<file path="config.mk">
export PLATFORM = sky130hd
export DESIGN_NAME = event_counter_bank
export DESIGN_NICKNAME = d
export VERILOG_FILES = /design/src/rtl/event_counter_bank.sv
export SDC_FILE = /design/constraint.sdc
export NUM_CORES = 1
export LEC_CHECK = 0
export CAP_MARGIN = 10
export CORE_UTILIZATION = 50
export CTS_CLUSTER_SIZE = 12
export DETAILED_ROUTE_END_ITERATION = 10
export PLACE_DENSITY = 0.67
export SYNTH_ARGS = -nofsm -noshare
export SYNTH_HDL_FRONTEND = slang
export SYNTH_SLANG_ARGS = --single-unit
</file>
<file path="constraint.sdc">
create_clock -name clk -period 3 [get_ports clk]
set_clock_uncertainty 0.05 [all_clocks]
set_input_delay 0.6 -clock clk [delete_from_list [all_inputs] [get_ports clk]]
set_output_delay 0.6 -clock clk [all_outputs]
set_load 0.05 [all_outputs]
</file>
<file path="src/rtl/event_counter_bank.sv">
`default_nettype none
// ============================================================================
// Module      : event_counter_bank
// Description : Bank of NUM_CH event counters with per-channel enable, global
//               freeze, synchronous clear, sticky overflow flags, a snapshot
//               shadow bank and a one-cycle-latency registered read port.
// Revision    : 1.0 - initial release
// ============================================================================
module event_counter_bank #(
    parameter int  NUM_CH    = 8,
    parameter int  CNT_WIDTH = 32,
    parameter int  INC_WIDTH = 2,
    parameter bit  SATURATE  = 1'b0,
    localparam int c_IDX_W   = (NUM_CH > 1) ? $clog2(NUM_CH) : 1
) (
    input  logic                        clk,
    input  logic                        rst,
    input  logic [NUM_CH*INC_WIDTH-1:0] evInc,
    input  logic [NUM_CH-1:0]           chEnable,
    input  logic                        freeze,
    input  logic                        clearReq,
    input  logic                        snapReq,
    input  logic                        rdReq,
    input  logic [c_IDX_W-1:0]          rdIdx,
    input  logic                        rdSnap,
    output logic                        rdValid,
    output logic [CNT_WIDTH-1:0]        rdData,
    output logic [NUM_CH-1:0]           ovfFlags,
    output logic                        snapValid
);

    // Per-channel views gathered for the read multiplexer.
    logic [CNT_WIDTH-1:0] w_live   [NUM_CH];
    logic [CNT_WIDTH-1:0] w_shadow [NUM_CH];
    logic [NUM_CH-1:0]    w_ovf;

    logic                 r_snap_valid;
    logic                 r_rd_valid;
    logic [CNT_WIDTH-1:0] r_rd_data;
    logic [CNT_WIDTH-1:0] w_rd_sel;

    generate
        for (genvar gi = 0; gi < NUM_CH; gi++) begin : g_ch
            logic [INC_WIDTH-1:0] w_inc;
            logic [CNT_WIDTH:0]   w_sum;
            logic [CNT_WIDTH-1:0] r_cnt;
            logic [CNT_WIDTH-1:0] r_shadow;
            logic                 r_ovf;

            assign w_inc = evInc[gi*INC_WIDTH +: INC_WIDTH];
            // One extra bit so the carry-out directly signals overflow.
            assign w_sum = {1'b0, r_cnt} + {{(CNT_WIDTH+1-INC_WIDTH){1'b0}}, w_inc};

            // Live counter and sticky overflow: clear beats hold beats count.
            always_ff @(posedge clk or negedge rst) begin
                if (!rst) begin
                    r_cnt <= '0;
                    r_ovf <= 1'b0;
                end else if (clearReq) begin
                    r_cnt <= '0;
                    r_ovf <= 1'b0;
                end else if (!freeze && chEnable[gi]) begin
                    if (w_sum[CNT_WIDTH]) begin
                        r_cnt <= SATURATE ? {CNT_WIDTH{1'b1}} : w_sum[CNT_WIDTH-1:0];
                        r_ovf <= 1'b1;
                    end else begin
                        r_cnt <= w_sum[CNT_WIDTH-1:0];
                    end
                end
            end

            // Shadow captures the pre-update live value; freeze/clear do not matter.
            always_ff @(posedge clk or negedge rst) begin
                if (!rst) begin
                    r_shadow <= '0;
                end else if (snapReq) begin
                    r_shadow <= r_cnt;
                end
            end

            assign w_live[gi]   = r_cnt;
            assign w_shadow[gi] = r_shadow;
            assign w_ovf[gi]    = r_ovf;
        end
    endgenerate

    // Flag that at least one snapshot exists since reset.
    always_ff @(posedge clk or negedge rst) begin
        if (!rst) begin
            r_snap_valid <= 1'b0;
        end else if (snapReq) begin
            r_snap_valid <= 1'b1;
        end
    end

    // Read source select; indices past the last channel read as zero.
    always_comb begin
        w_rd_sel = '0;
        if (32'(rdIdx) < NUM_CH) begin
            w_rd_sel = rdSnap ? w_shadow[rdIdx] : w_live[rdIdx];
        end
    end

    // Registered read port: data reflects state before the request edge.
    always_ff @(posedge clk or negedge rst) begin
        if (!rst) begin
            r_rd_valid <= 1'b0;
            r_rd_data  <= '0;
        end else begin
            r_rd_valid <= rdReq;
            if (rdReq) begin
                r_rd_data <= w_rd_sel;
            end
        end
    end

    assign rdValid   = r_rd_valid;
    assign rdData    = r_rd_data;
    assign ovfFlags  = w_ovf;
    assign snapValid = r_snap_valid;

endmodule
`default_nettype wire

</file>
==> run_1/drive_strength.png <==
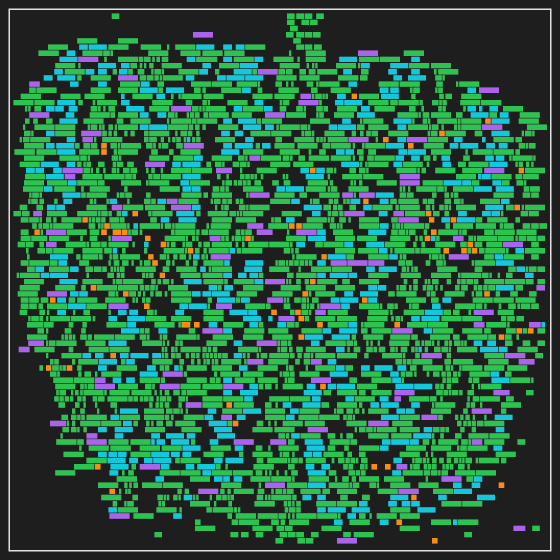
| color | size | cells | share |
|---|---|---|---|
| cyan | drive 2 | 412 | 17% |
| green | drive 1 or less | 1830 | 76% |
| orange | drive 3 to 4 | 70 | 2.9% |
| purple | drive 6 and up | 102 | 4.2% |
count of plain and timing-repair buffers: 159
setup ws final: 0.416 ns
final instance area: 0.0316 mm²

==> run_1/density.png <==
The bar under the picture is 50 µm long. 24 x 24 tiles, from dark blue (low) to red (high), 0 to 100% covered.
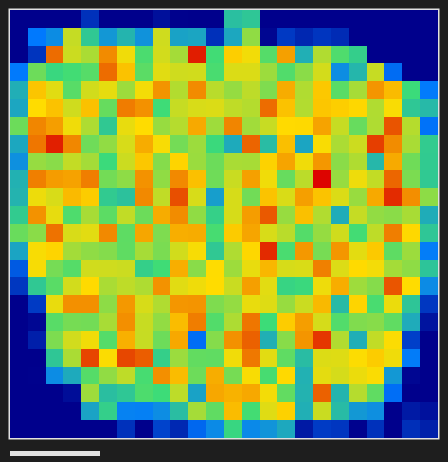
fullest tile: 100%
tiles over 75% full: 23%
mean over tiles: 54%
nearly empty tiles: 11%
floorplan core density: 50.6%
Core ar.: 0.0551 mm²
final core occ: 57.4%

==> GITHUB_STEP_SUMMARY, run 1 <==
## Implementation flow summary

| Metric | Value |
|---|---|
| Outcome | `finished clean` |
| Cell Type Count | `53` |
| Most frequent logic cell in the layout | `dfrtp_1` |
| CP max-delay cell | `or4_4` |
| Initial antenna violation count | `1` |
| Critical Path End Type | `register` |
| RR Startpoint | `g_ch[2].r_cnt[11]` |
| Delay-heaviest family, CP | `simple AND/OR/NAND/NOR gates` |
| NonClk Buf Share | `~5%` |
| Req. time, crit path | `3.49 ns` |
| Crit start category | `input pin` |
| Clk sinks | `554` |
| HP Start | `clearReq` |
| Clock buf/inv share | `5.90%` |
| Peak supply drop | `0.000463 V` |
| Clk ins delay skew pair | `0.62 ns` |
| GR Overflow Total | `0` |
| Top cell area share | `49.8%` |
| Hold crit path type | `in2reg` |
| Grt met1 use | `34.7%` |
| Synth warn | `0` |
| WHS Path Cells | `2` |
| Die height | `238 µm` |
| Post-Syn Nets | `2365` |
| Overall global routing resource usage | `25.1%` |
| GPL Wtd Cong | `approximately 0.86` |
| Measured slew at the worst slew-check pin | `0.850 ns` |
| CTS clk-pin slew, worst paths | `0.06 ns` |
| Final net count | `2428` |
| Vias | `18800` |
| Clk power | `a little over 0.007 W` |
| Yosys Chip Area | `0.0279 mm²` |
| Async SR Flop Fraction | `100%` |
| Registers | `554` |
| Global-route wire length before repair | `111 mm` |
| Drc violations | `0` |
| XOR Share, Synth | `6.41%` |
| Met3 WL | `2.74 mm` |
| Flop pwr share | `48.0%` |
| Area-dominant class | `registers` |
| Post-DP HPWL | `48.1 mm` |
| Crit path time final | `2.58 ns` |
| H-tree levels | `2` |
| Iteration tally of the first detailed-router pass | `5` |
| Int Pwr | `0.0121 W` |
| Worst path max stage delay | `roughly 0.54 ns` |
| Critical path origin | `evInc[0]` |
| TritonCTS clock tree | `done` |
| PwrDens | `503 mW/mm²` |
| Mapped Area | `between 0.02 and 0.03 mm²` |
| Chip width | `238 µm` |
| Pre-CTS setup slack | `-0.205 ns` |
| Busiest grt layer | `met2` |
| Mean Syn Cell Area | `12.1 µm²` |
| Tool warnings | `28` |
| Synth area leader | `dfrtp_1` |
| Most frequent cells in the layout | `dfrtp_1, nor2_1, mux2_2` |
| Ys cells | `between 2000 and 2500` |
| R2R Path End | `g_ch[2].r_cnt[24]` |
| I/O pins | `between 70 and 80` |
| Combinational cell power | `0.00123 W` |
| Worst Setup Path Type | `in2reg` |
| Hold-fix buffer count after cts | `1` |
| DRT Wirelength | `69.2 mm` |
| WP buf/inv | `1` |
| Post-synth regs | `554` |
| Worst slew margin | `43.3%` |
| Setup violations, final | `0` |
| CTS root buf | `clkbuf_16` |
| R2R depth | `6` |
| Pleak | `between 10 and 15 nW` |
| Simple-Gate Fraction of Synth Area | `14.0%` |
| Fmax | `just under 0.4 GHz` |
| Largest net degree at the start of global routing | `162` |
| Synth top cell by count | `dfrtp_1` |
| Gate Area | `0.0133 mm²` |
| Tap cells | `748` |
| CTS max path bufs | `3` |
| Seq power | `around 0.0076 W` |
| CLK BUF | `95` |
==> run_1/cell_classes.png <==
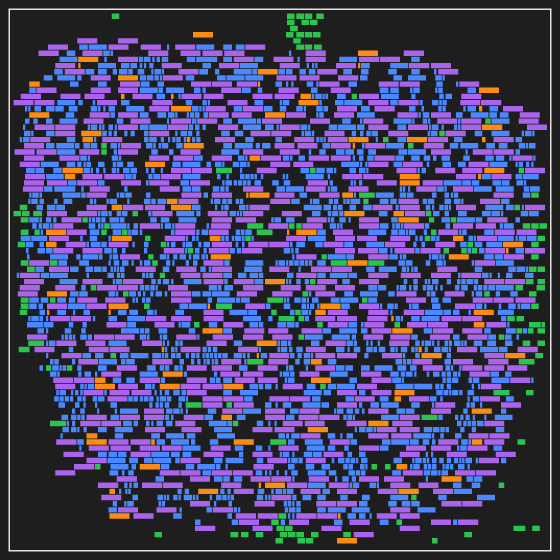
| color | class | cells | share of their area |
|---|---|---|---|
| purple | flops | 554 | 45% |
| blue | all other logic | 1597 | 43% |
| green | other buffers and delay cells | 159 | 5.2% |
| orange | clock drivers and dummy loads | 104 | 6.1% |
flop share of the area: 43.9%
Cell Rows: 86

## Run 2: what changed since run 1
--- a/config.mk
+++ b/config.mk
@@ -7,6 +7,7 @@
 export LEC_CHECK = 0
 export CAP_MARGIN = 10
 export CORE_UTILIZATION = 50
+export CTS_CLUSTER_DIAMETER = 30
 export CTS_CLUSTER_SIZE = 12
 export DETAILED_ROUTE_END_ITERATION = 10
 export PLACE_DENSITY = 0.67
==> run_2/density.png <==
The bar under the picture is 50 µm long. 24 x 24 tiles, from dark blue (low) to red (high), 0 to 100% covered.
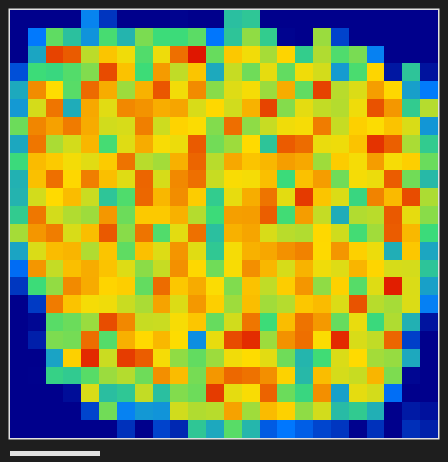
tiles over 75% full: 34%
mean over tiles: 58%
emptiest ninth of the die: bottom left
fullest tile: 98%
nearly empty tiles: 11%
final core occ: 61.6%

==> run 2 against run 1 <==
Compared with the run above: total power up 40%; critical path depth shrank 7; clock power is about 90% higher; core utilization increased by 4.2 points; sequential share of layout area fell by 3.0 points; critical path type is now reg2out; largest power group is now clock; highest routed layer unchanged.
==> GITHUB_STEP_SUMMARY, run 2 <==
## Implementation flow summary

| Metric | Value |
|---|---|
| Outcome | `finished clean` |
| H-tree levels | `3` |
| Final net count | `2488` |
| Simple-Gate Fraction of Synth Area | `roughly 14%` |
| Registers | `554` |
| Met3 WL | `about 3.3 mm` |
| Delay-heaviest family, CP | `buffers and inverters` |
| Tool warnings | `28` |
| Final ANT Viol Nets | `0` |
| Critical path origin | `rdData[16]` |
| Pleak | `15.1 nW` |
| Critical-path maximum fanout | `2` |
| Tot Pwr | `~0.022 W` |
| Worst endpoint data arrival time | `1.95 ns` |
| GPL Wtd Cong | `0.858` |
| CLK BUF | `145` |
| HP Start | `clearReq` |
| Chip width | `238 µm` |
| Count of library flops with an enable pin | `0` |
| CTS clk-pin slew, worst paths | `0.05 ns` |
| Setup ws final | `0.397 ns` |
| XOR Share, Synth | `6.41%` |
| Crit path time final | `2.60 ns` |
| Top logic family | `multiplexers` |
| Inverters | `20` |
| Resized Gates After CTS | `0` |
| Hold Path Sink | `g_ch[6].r_cnt[24]` |
| Wire length on met1 | `30.7 mm` |
| Post-Syn Instances | `around 2300` |
| CTS root buf | `clkbuf_16` |
| Logic share of the area | `39.1%` |
| Clk ins delay skew pair | `0.68 ns` |
| Highest routed layer | `met4` |
| TNS Setup | `0 ns` |
| Peak supply drop | `between 0.0005 and 0.0006 V` |
| Yosys adder share | `1.29%` |
| CP max-delay cell | `clkdlybuf4s50_1` |
| RR Startpoint | `g_ch[0].r_cnt[0]` |
| Vias | `19300` |
| Clk sinks | `approximately 550` |
| CP cell instances | `clkdlybuf4s50_1` |
| Placed Area | `just under 0.03 mm²` |
| Layout Cells excl Fill | `3281` |
| CTS max path bufs | `3` |
| Wirelength per Cell | `21.8 µm` |
| Inserted Clock Buffers | `between 100 and 150` |
| Drc violations | `0` |
| Ys cells | `2307` |
| Clk power | `0.0134 W` |
| Seq power | `0.00765 W` |
| Measured slew at the worst slew-check pin | `roughly 0.81 ns` |
| Mapped Area | `approximately 0.028 mm²` |
| Pre-CTS setup slack | `-0.205 ns` |
| Period utilization | `86.8%` |
| Placed cell count | `just over 3000` |
| Top cells, area | `dfrtp_1, mux2_2, mux4_2, xor2_1, nor2_1` |
| Hold-fix buffer count after cts | `1` |
| Sw Ratio | `between 20% and 30%` |
| Critical Path End Type | `primary output` |
| Most frequent logic cell in the layout | `dfrtp_1` |
| Synth warn | `0` |
| Hold crit path type | `in2reg` |
| #MultiIn Comb | `~1600` |
| Die height | `about 240 µm` |
| Busiest grt layer | `met2` |
| NonClk Buf Share | `4.73%` |
| Mean Syn Cell Area | `12.1 µm²` |
| Vias per cell | `just under 6` |
| Synth top cell by count | `dfrtp_1` |
| Area-dominant class | `registers` |
| Net Sw Power | `0.00538 W` |
| Core ar. | `0.0551 mm²` |
| WHS Path Cells | `2` |
| P&R area growth vs syn | `21.8%` |
| Global-route wire length before repair | `115 mm` |
| Cell Rows | `86` |
| DRT Wirelength | `roughly 71 mm` |
| TritonCTS clock tree | `done` |
| Ant. Diodes | `0` |
| Combinational Power Share | `under 10%` |
| Post-synth regs | `554` |
| Global Route met2 Usage | `between 40% and 50%` |
| Fmax | `0.384 GHz` |
| Combinational cell power | `0.00124 W` |
| Flop pwr share | `around 34%` |
| Chip Area | `0.0567 mm²` |
| Clock share of power | `approximately 60%` |
| Crit start category | `register` |
| Final instance area | `0.0339 mm²` |
| Worst path max stage delay | `0.84 ns` |
| Iteration tally of the first detailed-router pass | `7` |
| WP buf/inv | `1` |
| Tap cells | `748` |
| Async SR Flop Fraction | `100%` |
| I/O pins | `roughly 76` |
| Grt met3 use | `between 4 and 5%` |
| R2R depth | `7` |
| Setup violations, final | `0` |
| Synth area leader | `dfrtp_1` |
| Worst Setup Path Type | `reg2out` |
| Top power group | `clock` |
| PwrDens | `656 mW/mm²` |
| Initial antenna violation count | `1` |
| Top post-synthesis cells by count | `dfrtp_1, nor2_1, mux2_2` |
| Buffers on Ports | `around 75` |
| Int Pwr | `about 0.017 W` |
| Gate Area | `about 0.013 mm²` |
| Worst path depth | `1` |
| Synth Seq Share | `49.8%` |
| Largest net degree at the start of global routing | `162` |
| Req. time, crit path | `2.35 ns` |
| R2R Path End | `g_ch[0].r_cnt[24]` |
| Floorplan core density | `between 50% and 60%` |
| Yosys Chip Area | `0.0279 mm²` |
| Most frequent cells in the layout | `dfrtp_1, nor2_1, mux2_2` |
| GR Overflow Total | `0` |
| Post-DP HPWL | `48.1 mm` |
| Vias in the first global route | `19900` |
| Overall global routing resource usage | `26.1%` |
| Grt met1 use | `35.5%` |
| Count of plain and timing-repair buffers | `159` |
| Top cell area share | `49.8%` |
| Hold_ws | `between 0.3 and 0.4 ns` |
| Worst slew margin | `46.1%` |
| Cell Type Count | `roughly 53` |
| Post-Syn Nets | `around 2400` |
| Clock buf/inv share | `12.4%` |
| Met2 WL | `35.0 mm` |
| Flop share of the area | `40.9%` |
Power figures rest on the tool's default switching activity, not on a simulated workload.
